[src/rtl/uart_tx_arbiter.sv]
// Round-robin arbiter that hands one byte at a time from four requesters to a UART transmitter.
// Optional: define UART_ARB_TIMEOUT_EN to abort a START the transmitter never acknowledges.
module uart_tx_arbiter #(
  parameter int TIMEOUT_CYCLES = 1024
) (
  input  logic        clk_50m,
  input  logic        clear,
  input  logic [3:0]  req,
  input  logic [31:0] req_data,
  output logic [3:0]  ack,
  output logic [1:0]  grant_id,
  output logic        arb_busy,
  output logic [7:0]  tx_data,
  output logic        tx_en,
  input  logic        tx_busy,
  output logic        timeout_err
);

  typedef enum logic [1:0] {
    IDLE  = 2'd0,
    START = 2'd1,
    SEND  = 2'd2
  } state_t;

  state_t      state_q;
  logic [1:0]  last_grant_q;
  logic [1:0]  grant_id_q;
  logic [3:0]  ack_q;
  logic [7:0]  tx_data_q;
  logic        tx_en_q;
  logic [1:0]  sel_d;
  logic        sel_valid_d;

  // Walk offsets 4..1 so the requester nearest after last_grant overwrites the others.
  always_comb begin
    logic [1:0] idx;
    sel_d       = last_grant_q;
    sel_valid_d = 1'b0;
    idx         = 2'd0;
    for (int i = 3; i >= 0; i--) begin
      idx = last_grant_q + 2'(i) + 2'd1;
      if (req[idx]) begin
        sel_d       = idx;
        sel_valid_d = 1'b1;
      end
    end
  end

`ifdef UART_ARB_TIMEOUT_EN
  localparam logic [15:0] TIMEOUT_LAST = 16'(TIMEOUT_CYCLES - 1);
  logic [15:0] to_cnt_q;
  logic        timeout_err_q;
  logic        timeout_hit;

  assign timeout_hit = (to_cnt_q == TIMEOUT_LAST);
  assign timeout_err = timeout_err_q;
`else
  assign timeout_err = 1'b0;
`endif

  always_ff @(posedge clk_50m) begin
    if (clear) begin
      state_q      <= IDLE;
      last_grant_q <= 2'd3;
      grant_id_q   <= 2'd0;
      ack_q        <= 4'd0;
      tx_data_q    <= 8'h00;
      tx_en_q      <= 1'b0;
`ifdef UART_ARB_TIMEOUT_EN
      to_cnt_q      <= 16'd0;
      timeout_err_q <= 1'b0;
`endif
    end else begin
      ack_q <= 4'd0;
`ifdef UART_ARB_TIMEOUT_EN
      timeout_err_q <= 1'b0;
`endif
      unique case (state_q)
        IDLE: begin
          if (sel_valid_d && !tx_busy) begin
            grant_id_q   <= sel_d;
            last_grant_q <= sel_d;
            tx_data_q    <= req_data[{sel_d, 3'b000} +: 8];
            tx_en_q      <= 1'b1;
            state_q      <= START;
`ifdef UART_ARB_TIMEOUT_EN
            to_cnt_q     <= 16'd0;
`endif
          end
        end
        START: begin
          // Only a high tx_busy sample means the transmitter has taken the byte.
          if (tx_busy) begin
            ack_q   <= 4'b0001 << grant_id_q;
            tx_en_q <= 1'b0;
            state_q <= SEND;
          end
`ifdef UART_ARB_TIMEOUT_EN
          else if (timeout_hit) begin
            timeout_err_q <= 1'b1;
            tx_en_q       <= 1'b0;
            state_q       <= IDLE;
          end else begin
            to_cnt_q <= to_cnt_q + 16'd1;
          end
`endif
        end
        SEND: begin
          if (!tx_busy) begin
            state_q <= IDLE;
          end
        end
        default: state_q <= IDLE;
      endcase
    end
  end

  assign ack      = ack_q;
  assign grant_id = grant_id_q;
  assign arb_busy = (state_q != IDLE);
  assign tx_data  = tx_data_q;
  assign tx_en    = tx_en_q;

endmodule

[config.mk]
export PLATFORM = sky130hd
export DESIGN_NAME = uart_tx_arbiter
export DESIGN_NICKNAME = d
export VERILOG_FILES = /design/src/rtl/uart_tx_arbiter.sv
export SDC_FILE = /design/constraint.sdc
export NUM_CORES = 1
export LEC_CHECK = 0
export CAP_MARGIN = 20
export CORE_UTILIZATION = 41
export DETAILED_ROUTE_END_ITERATION = 8
export PLACE_DENSITY = 0.8
export REMOVE_ABC_BUFFERS = 1
export SLEW_MARGIN = 25
export SYNTH_ARGS = -nofsm -noshare
export SYNTH_HDL_FRONTEND = slang
export SYNTH_SLANG_ARGS = --single-unit
[constraint.sdc]
create_clock -name clk_50m -period 2.1 [get_ports clk_50m]
set_input_delay 0.42 -clock clk_50m [delete_from_list [all_inputs] [get_ports clk_50m]]
set_output_delay 0.42 -clock clk_50m [all_outputs]
set_load 0.01 [all_outputs]
Figure 1. Routed metal, one colour a layer.
Two of the layers only.
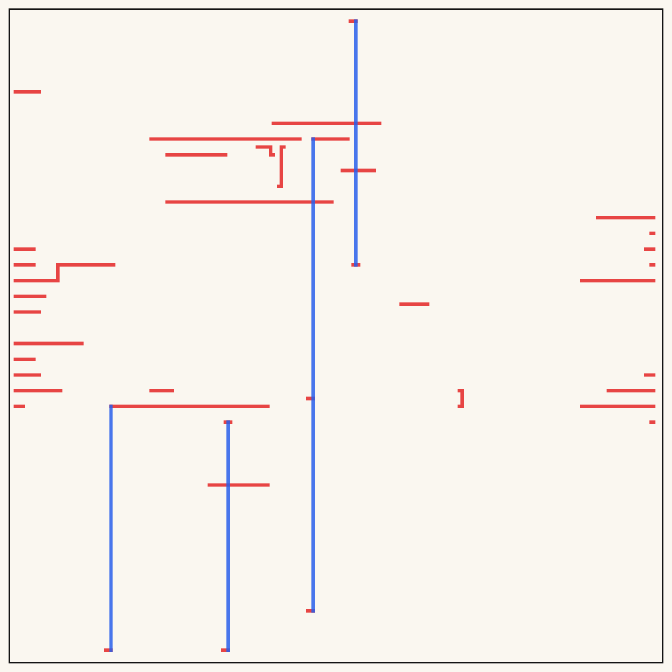
| colour | layer | wire length |
|---|---|---|
| red | M3 | 136 um |
| blue | M4 | 103 um |

Figure 2. The metal 3 layer.
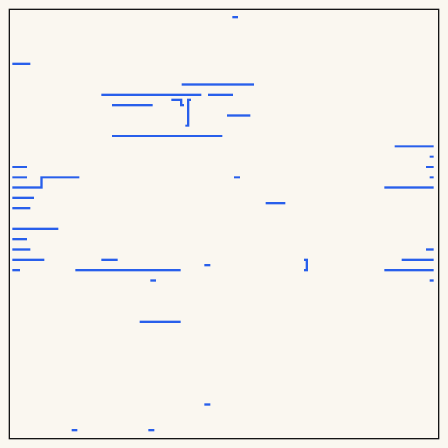
longest straight run: 14.3 um
share of all routed wire: 3.7%
GRT met3 Usage: 0.0276
total wirelength of the detailed-routed design: 3.66 mm
routed via count: 1441

Figure 3. Sequential cells grouped by signal name.
Other sequential cells in the stronger grey, the rest of the logic in the fainter grey.
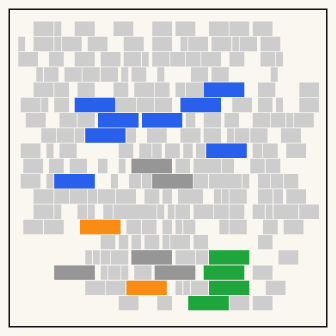
| colour | netlist name | placed flops |
|---|---|---|
| orange | state_q | 2 |
| blue | tx_data | 8 |
| green | ack | 4 |

Figure 4. Routing congestion.
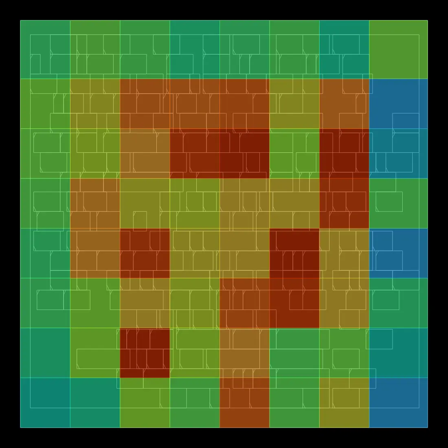
DR WL/cell: 15.1 um
total track usage: 0.241
met2 demand-to-capacity share in global routing: 0.398
final core area utilization: 0.676

Figure 5. Pin map.
Pins as bars across the die edge, other pins in grey.
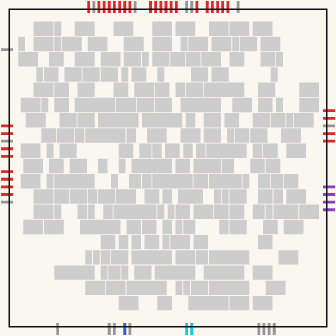
| colour | port | pins | direction | edge |
|---|---|---|---|---|
| purple | req | 4 | input | right |
| red | req_data | 32 | input | 20 top, 8 left, 4 right |
| cyan | grant_id | 2 | output | bottom |
| blue | arb_busy | 1 | output | bottom |
all pins by edge: 25 top, 11 bottom, 11 left, 9 right

==> layer usage <==
metal  vias to the layer above  GRT usage
met5                         -          0
met4                         0      0.129
met3                         9     0.0276
met2                        52      0.398
met1                       685      0.306
li1                        695          -
==> report_power, final <==
part	switching (mW)	internal [mW]
clock	0.117	0.0743
combinational	0.170	0.204
sequential	0.0288	0.391
total	0.315	0.669
==> layout make-up <==
cell class	count	share of cell area
tap	31	0.0206
multi-input combinational	98	0.374
sequential	19	0.202
inverter	21	0.0419
timing repair buffer	69	0.347
clock buffer	4	0.0140
==> cells by family after synthesis <==
group,synth area share
AND-OR/OR-AND,0.355
AND/OR/NAND/NOR,0.207
buffers and inverters,0.114
flip-flops,0.314
XOR/XNOR,0.00723
other,0.00309
==> what timing repair did <==
item                       in CTS  in global routing
gates resized                   1                  1
cloned                          0                  0
buffers inserted                0                  0
setup endpoints to repair       8                  8
==> Yosys cell counts, types with 4 or more instances <==
library cell / instances
a211oi_1: 18
a21oi_1: 5
a32oi_1: 16
buf_2: 5
clkbuf_1: 7
dfxtp_1: 19
inv_1: 20
nand2_1: 4
nand3_1: 8
nor2_1: 8
o221ai_1: 8
==> flip-flops by register name (all words and copies together), names as in the netlist <==
name	flops
state_q	2
ack	4
tx_en	1
tx_data	8
last_grant_q	2
grant_id	2
==> cell usage in the layout (no fill, tap or decap), types with 3 or more instances in the layout <==
master and n:
nand3_1 8, a21oi_1 5, a211oi_1 18, o221ai_1 8, nor2_1 8, nor3_1 3, inv_1 20, a32oi_1 16
nand2b_1 3, buf_4 15, clkdlybuf4s50_1 54, clkbuf_4 3, dfxtp_1 19, nand2_1 4
==> tightest hold or removal path, delay by kind of cell, from the launching register on <==
family	cells	cell delay, ns
and+or+nand+nor	2	0.10
DFF	1	0.36
==> ci_impl_report.md <==
## Synthesis and layout report

| Metric | Value |
|---|---|
| Outcome | `finished, final reports clean` |
| DR top layer | `met4` |
| Register-to-register setup slack | `0.31 ns` |
| Number of enable-type register cells in the synthesized netlist | `0` |
| Chip Width | `56.4 um` |
| Crit path buffers/inverters | `1` |
| Instance count along the most critical hold path | `2` |
| Clock period minus worst slack | `1.97 ns` |
| Total area of multi-input combinational cells | `703 um^2` |
| Summed instance area of the synthesized netlist | `0.00121 mm^2` |
| Number of distinct standard cells referenced by the synthesized netlist | `36` |
| Cell type contributing the most total cell area after synthesis | `dfxtp_1` |
| Final std cells w/o fill | `242` |
| P&R area growth vs syn | `55.1%` |
| Static Leakage | `0.719 nW` |
| Fin Setup TNS | `0 ns` |
| Post-route setup slack | `0.129 ns` |
| Post-route cell area | `0.00188 mm^2` |
| Total power | `0.984 mW` |
| Maximum count of clock buffers along a single path | `2` |
| Share of synthesized registers carrying an async set or reset | `0` |
| Wire length on met2 | `1.86 mm` |
| Share of post-route cells with drive strength above 1 | `0.118` |
| Post-synthesis average cell area | `8.03 um^2` |
| Sinks on Clock Net | `19` |
| Ports | `56` |
| Crit start category | `input pin` |
| Number of warnings printed during yosys synthesis | `0` |
| Setup CP Type | `in -> reg` |
| Pwr dens | `523 mW/mm^2` |
| Core box area | `0.00278 mm^2` |
| DP Area | `0.00185 mm^2` |
| Highest achievable clock rate | `507 MHz` |
| Height of the chip | `56.4 um` |
| Late-Pin Clk Latency | `0.31 ns` |
| Slew at the pin closest to its max-slew limit | `0.668 ns` |
| Element type at the critical path end | `flip-flop` |
| Detailed placer's ending HPWL | `2.76 mm` |
| Critical path depth | `5` |
| Worst R2R Start | `last_grant_q[1]$_SDFFE_PP1P_` |
Power and IR drop assume default switching activity.
